$ cat src/rtl/ssp_pkg.sv
`default_nettype none
// ============================================================================
//  Module      : ssp_pkg
//  Description : Shared defaults, receive FSM encoding and pointer sizing
//                for the SSP serial receive path.
//  Revision    : 1.0 - initial release
// ============================================================================
package ssp_pkg;

    // Default frame width in bits and FIFO depth (entries, power of two)
    localparam int c_data_w = 8;
    localparam int c_depth  = 4;

    // Receive FSM encoding
    typedef enum logic [0:0] {
        RX_IDLE  = 1'b0,
        RX_SHIFT = 1'b1
    } rx_state_t;

    // FIFO pointers carry one extra wrap bit above the address bits
    function automatic int ptr_width(input int depth);
        return $clog2(depth) + 1;
    endfunction

endpackage
`default_nettype wire

$ cat src/rtl/ssp_rx_fifo.sv
`default_nettype none
// ============================================================================
//  Module      : ssp_rx_fifo
//  Description : Receive FIFO with wrap-bit pointers. A push into a full
//                FIFO is dropped unless a pop happens in the same cycle.
//  Revision    : 1.0 - initial release
// ============================================================================
module ssp_rx_fifo
    import ssp_pkg::*;
#(
    parameter int DATA_W = c_data_w,
    parameter int DEPTH  = c_depth
) (
    input  logic              clk,
    input  logic              rst,
    input  logic              i_push,
    input  logic [DATA_W-1:0] i_data,
    input  logic              i_pop,
    output logic [DATA_W-1:0] o_head,
    output logic              o_full,
    output logic              o_empty,
    output logic              o_drop,
    output logic              o_popped
);

    localparam int c_ptr_w  = ptr_width(DEPTH);
    localparam int c_addr_w = c_ptr_w - 1;

    logic [DATA_W-1:0]   r_mem [DEPTH];
    logic [c_ptr_w-1:0]  r_wr_ptr;
    logic [c_ptr_w-1:0]  r_rd_ptr;
    logic [c_addr_w-1:0] w_wr_addr;
    logic [c_addr_w-1:0] w_rd_addr;
    logic                w_do_push;
    logic                w_do_pop;

    assign w_wr_addr = r_wr_ptr[c_addr_w-1:0];
    assign w_rd_addr = r_rd_ptr[c_addr_w-1:0];

    assign o_empty = (r_wr_ptr == r_rd_ptr);
    assign o_full  = (r_wr_ptr[c_addr_w] != r_rd_ptr[c_addr_w]) &&
                     (w_wr_addr == w_rd_addr);

    // A pop frees the head slot in the same cycle, so a full FIFO can accept
    // a simultaneous push; the write lands in the slot being vacated.
    assign w_do_pop  = i_pop && !o_empty;
    assign w_do_push = i_push && (!o_full || w_do_pop);
    assign o_drop    = i_push && o_full && !w_do_pop;
    assign o_popped  = w_do_pop;

    assign o_head = o_empty ? '0 : r_mem[w_rd_addr];

    // Pointer update; both pointers wrap naturally modulo 2*DEPTH
    always_ff @(posedge clk) begin
        if (rst) begin
            r_wr_ptr <= '0;
            r_rd_ptr <= '0;
        end else begin
            if (w_do_push) begin
                r_wr_ptr <= r_wr_ptr + c_ptr_w'(1);
            end
            if (w_do_pop) begin
                r_rd_ptr <= r_rd_ptr + c_ptr_w'(1);
            end
        end
    end

    // Storage write; contents are don't-care while the FIFO is empty
    always_ff @(posedge clk) begin
        if (w_do_push) begin
            r_mem[w_wr_addr] <= i_data;
        end
    end

endmodule
`default_nettype wire

$ cat src/rtl/ssp_serial_rx.sv
`default_nettype none
// ============================================================================
//  Module      : ssp_serial_rx
//  Description : SSP receive deserializer. Detects serial-clock falling
//                edges, assembles MSB-first frames and queues them in a FIFO
//                drained by bus read strobes. Tracks a sticky overrun flag.
//  Revision    : 1.0 - initial release
// ============================================================================
module ssp_serial_rx
    import ssp_pkg::*;
#(
    parameter int DATA_W = c_data_w,
    parameter int DEPTH  = c_depth
) (
    input  logic              PCLK,
    input  logic              CLEAR_B,
    input  logic              PSEL,
    input  logic              PWRITE,
    input  logic              SSPCLKIN,
    input  logic              SSPFSSIN,
    input  logic              SSPRXD,
    output logic [DATA_W-1:0] PRDATA,
    output logic              SSPRXINTR,
    output logic              RXEMPTY,
    output logic              RXOVR
);

    localparam int                 c_cnt_w    = $clog2(DATA_W);
    localparam logic [c_cnt_w-1:0] c_last_bit = c_cnt_w'(DATA_W - 1);

    logic                r_sclk_q;
    rx_state_t           r_state;
    rx_state_t           w_state_nxt;
    logic [c_cnt_w-1:0]  r_bitcnt;
    logic [c_cnt_w-1:0]  w_bitcnt_nxt;
    // Only the first DATA_W-1 bits need storing; the last bit goes straight
    // from SSPRXD into the FIFO.
    logic [DATA_W-2:0]   r_shreg;
    logic [DATA_W-2:0]   w_shreg_nxt;
    logic                w_fe;
    logic                w_push;
    logic [DATA_W-1:0]   w_push_data;
    logic                w_rd_strobe;
    logic                w_rst;
    logic                w_drop;
    logic                w_popped;
    logic                r_ovr;

    assign w_rst       = ~CLEAR_B;
    assign w_fe        = r_sclk_q && !SSPCLKIN;
    assign w_rd_strobe = PSEL && !PWRITE;
    assign w_push_data = {r_shreg, SSPRXD};

    // Serial clock history for falling-edge detection
    always_ff @(posedge PCLK) begin
        if (!CLEAR_B) begin
            r_sclk_q <= 1'b0;
        end else begin
            r_sclk_q <= SSPCLKIN;
        end
    end

    // FSM state, bit counter and shift register
    always_ff @(posedge PCLK) begin
        if (!CLEAR_B) begin
            r_state  <= RX_IDLE;
            r_bitcnt <= '0;
            r_shreg  <= '0;
        end else begin
            r_state  <= w_state_nxt;
            r_bitcnt <= w_bitcnt_nxt;
            r_shreg  <= w_shreg_nxt;
        end
    end

    // Next state: frame start on FSS, shift per falling edge, push on last bit
    always_comb begin
        w_state_nxt  = r_state;
        w_bitcnt_nxt = r_bitcnt;
        w_shreg_nxt  = r_shreg;
        w_push       = 1'b0;
        case (r_state)
            RX_IDLE: begin
                if (w_fe && SSPFSSIN) begin
                    w_state_nxt  = RX_SHIFT;
                    w_bitcnt_nxt = '0;
                end
            end
            RX_SHIFT: begin
                // FSS seen before the last bit does not restart the frame
                if (w_fe) begin
                    w_shreg_nxt = {r_shreg[DATA_W-3:0], SSPRXD};
                    if (r_bitcnt == c_last_bit) begin
                        w_push       = 1'b1;
                        w_bitcnt_nxt = '0;
                        w_state_nxt  = SSPFSSIN ? RX_SHIFT : RX_IDLE;
                    end else begin
                        w_bitcnt_nxt = r_bitcnt + c_cnt_w'(1);
                    end
                end
            end
            default: begin
                w_state_nxt = RX_IDLE;
            end
        endcase
    end

    // Sticky overrun: set on a dropped byte, cleared by the next real pop
    always_ff @(posedge PCLK) begin
        if (!CLEAR_B) begin
            r_ovr <= 1'b0;
        end else if (w_drop) begin
            r_ovr <= 1'b1;
        end else if (w_popped) begin
            r_ovr <= 1'b0;
        end
    end

    ssp_rx_fifo #(
        .DATA_W (DATA_W),
        .DEPTH  (DEPTH)
    ) u_fifo (
        .clk      (PCLK),
        .rst      (w_rst),
        .i_push   (w_push),
        .i_data   (w_push_data),
        .i_pop    (w_rd_strobe),
        .o_head   (PRDATA),
        .o_full   (SSPRXINTR),
        .o_empty  (RXEMPTY),
        .o_drop   (w_drop),
        .o_popped (w_popped)
    );

    assign RXOVR = r_ovr;

endmodule
`default_nettype wire

$ cat config.mk
export PLATFORM = sky130hd
export DESIGN_NAME = ssp_serial_rx
export DESIGN_NICKNAME = d
export VERILOG_FILES = /design/src/rtl/ssp_pkg.sv /design/src/rtl/ssp_rx_fifo.sv /design/src/rtl/ssp_serial_rx.sv
export SDC_FILE = /design/constraint.sdc
export NUM_CORES = 1
export LEC_CHECK = 0
export CORE_MARGIN = 5
export CORE_UTILIZATION = 59
export DETAILED_ROUTE_END_ITERATION = 8
export PLACE_DENSITY_LB_ADDON = 0.2
export SYNTH_ARGS = -nofsm -noshare
export SYNTH_HDL_FRONTEND = slang
export SYNTH_SLANG_ARGS = --single-unit
$ cat constraint.sdc
create_clock -name PCLK -period 4.3 [get_ports PCLK]
set_input_delay 0.645 -clock PCLK [delete_from_list [all_inputs] [get_ports PCLK]]
set_output_delay 0.645 -clock PCLK [all_outputs]
set_load 0.05 [all_outputs]
pinout.png
Pins as bars across the die edge, other pins in grey.
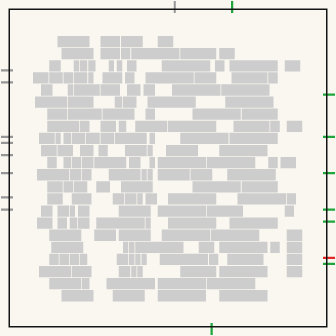
colour	port	pins	direction	edge
red	`RXEMPTY`	1	output	right
green	`PRDATA`	8	output	6 right, 1 top, 1 bottom
all pins by edge	8 left, 7 right, 2 top, 1 bottom
DIE HEIGHT: 71.0 µm
Die Wd: 71.0 µm

m3.png
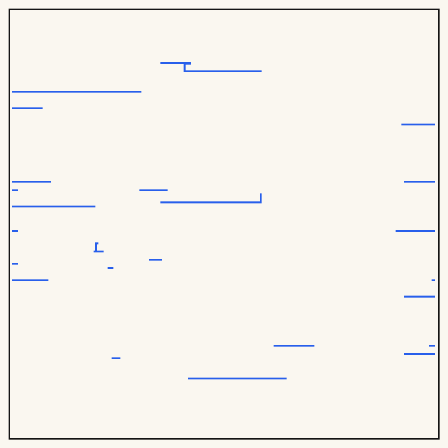
wire length on this layer	152 µm
nets with wire on the layer	20
longest straight run	21.2 µm
vias: 1234
Post-Route WL: 3.62 mm
GRT met3 Usage: 0.0412

layers.png
Only two layers are drawn.
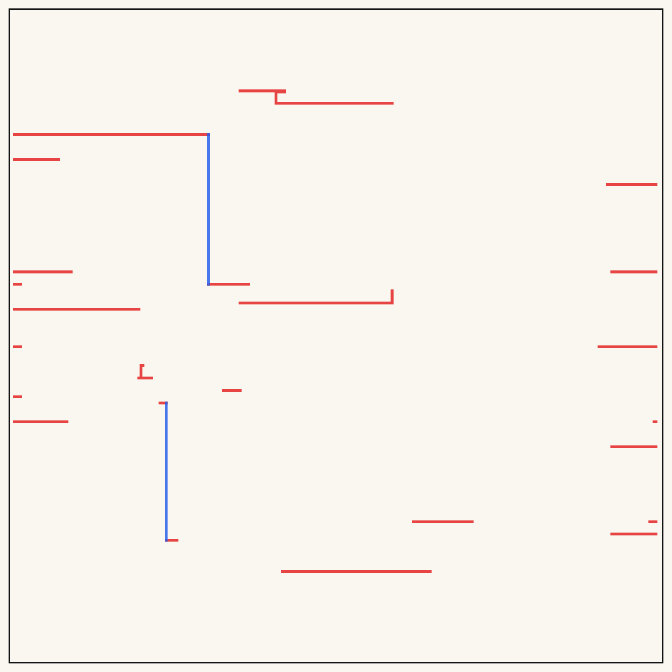
colour	layer	wire length
red	M3	152 µm
blue	M4	31.3 µm
total global-route track usage: 0.162
drt wl/cell: 16.3 µm

ff_map.png
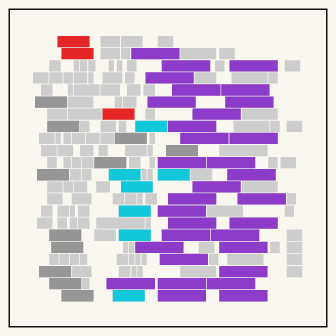
colour	signal	placed flops
cyan	`r_shreg`	7
red	`u_fifo.r_wr_ptr`	3
purple	`u_fifo.r_mem`	32
sequential logic power: 0.000534 W
register area: 1380 µm²
fin util: 0.699

congestion_map.png
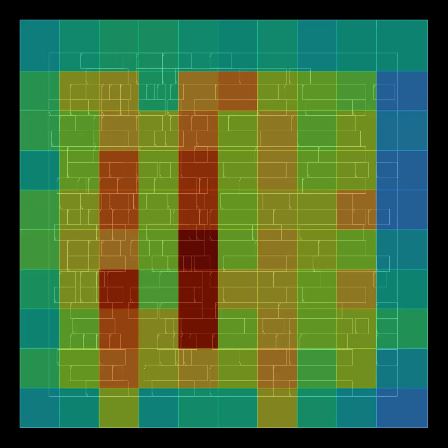
GR met1 Demand/Resource: 0.181
GRT met2 Usage: 0.292
most used routing layer in global routing: met2

==> results.sh <==
# source this file to load flow results
export IMPL_status="finished clean"
export IMPL_fp_coreArea_um2=3630
export IMPL_synth_cells=154
export IMPL_ys_seq_elements=53
export IMPL_tightest_slew_ns=0.646
export IMPL_setup_viol=0
export IMPL_min_path_cells=2
export IMPL_top_area_frac=0.437
export IMPL_fp_nets=168
export IMPL_ir_drop_v=0.000269
export IMPL_cts_buffers=5
export IMPL_ant_nets=0
export IMPL_synth_cell_area_um2=2200
export IMPL_rrSetupSlack_ns=2.23
export IMPL_fp_util=0.605
export IMPL_synth_cell_types=33
export IMPL_yosys_area_um2=2200
export IMPL_grt_ovfl_total=0
export IMPL_setup_worst_path_end="PRDATA[5]"
export IMPL_drt_pass1_iterations=4
export IMPL_reg_top3="u_fifo.r_mem (32), r_shreg (7)"
export IMPL_num_antenna_cells=0
export IMPL_ys_warn_count=0
export IMPL_fin_crit_ns=3.06
export IMPL_grt_setup_unrepaired="no"
export IMPL_topCellsByArea="edfxtp_1, dfxtp_1, mux4_2"
export IMPL_io_buffers=17
export IMPL_mostFrequentLayoutCells="edfxtp_1, dfxtp_1, nand2_1, clkdlybuf4s50_1, nor2b_1"
export IMPL_fin_nets=187
export IMPL_top_area_cell="edfxtp_1"
export IMPL_finClkSkew_ns=0.00747
export IMPL_period_used=0.711
export IMPL_grt_pass1_wl_mm=6.20
export IMPL_max_cap_violations=0
export IMPL_worstPathRequired_ns=3.65
export IMPL_p_leak_nw=0.863
export IMPL_grt_pass1_vias=1306
export IMPL_top_register="u_fifo.r_mem"
export IMPL_worst_hold_path_endpoint="u_fifo.r_wr_ptr[2]"
export IMPL_finalPower_w=0.000932
export IMPL_ys_seq_frac=0.629
export IMPL_drt_iter0_drc=61
export IMPL_die_area_um2=5040
export IMPL_drive_gt1_frac=0.126
export IMPL_ys_cells=154
export IMPL_finalInstanceArea_um2=2540
export IMPL_combPwrFrac=0.015
export IMPL_postSynthAreaPerCell_um2=14.3
export IMPL_p_per_area_nw_per_um2=367
export IMPL_seq_power_share=0.573
export IMPL_cp_data_arrival_time_ns=2.41
export IMPL_gp_congestion=0.835
export IMPL_ctsResizeCount=0
export IMPL_cts_setup_buffers=0
export IMPL_cp_start_kind="flip-flop"
export IMPL_worstPathMaxFanout=8
export IMPL_regToRegStartpoint="r_bitcnt[0]"
export IMPL_dpl_instance_area_um2=2410
export IMPL_worstSkewPairLatency_ns=0.30
export IMPL_grt_max_degree=24
## synth_stat cells, drive strengths merged
cell type and count:
nor3 2, nor2b 13, a21oi 1, o21ai 4
o311a 1, and3 1, a31oi 1, nand3b 1
edfxtp 32, a22oi 3, nand4b 2, mux4 8
o21a 1, nand2 18, xor2 4, a41oi 1
ha 7, and2 9, nor3b 1, dfxtp 21
clkbuf 3, buf 2, inv 3, nand3 2
xnor2 3, a21boi 8, nand2b 1, and3b 1
## per-layer routing
metal / up-vias / global-route usage / wire (µm)
li1: 591 / - / -
met1: 606 / 0.181 / 1480
met2: 33 / 0.292 / 1960
met3: 4 / 0.0412 / 151
met4: 0 / 0.0689 / 31
met5: - / 0 / 0
## power by group through the flow
stage               registers [W]  clock network (W)    logic, W
floorplan                0.000546                  0  0.00000602
global placement         0.000546                  0   0.0000133
detailed placement       0.000546                  0   0.0000140
CTS                      0.000534           0.000391   0.0000140
global route             0.000534           0.000417   0.0000151
finish                   0.000534           0.000384   0.0000140
## layout make-up
cell class,instances,area (µm²)
Sequential cell,53,1380
Fill cell,257,1090
Multi-Input combinational cell,93,783
Timing Repair Buffer,17,170
Clock buffer,5,68.8
Clock inverter,3,65.1
Tap cell,48,60.1
Inverter,3,11.3
## kinds of logic after synthesis
logic type | synth area share
XOR/XNOR | 0.0313
buffers and inverters | 0.0148
multiplexers | 0.0820
flip-flops | 0.629
AND/OR/NAND/NOR | 0.131
adder cells (fa/ha/maj) | 0.0399
AND-OR/OR-AND | 0.0723
## critical path: stages (launching register included)
cell and delay, ns:
dfxtp_1 0.67, mux4_2 0.57, nor2b_1 0.15, clkdlybuf4s50_1 0.73
## through the flow
stage               std cells  setup WS, ns
floorplan                 154          1.75
global route              222          1.06
CTS                       222          1.17
finish                    222          1.24
detailed placement        214          1.51
global placement          214          1.56
Power is estimated from default activity; no workload was simulated.
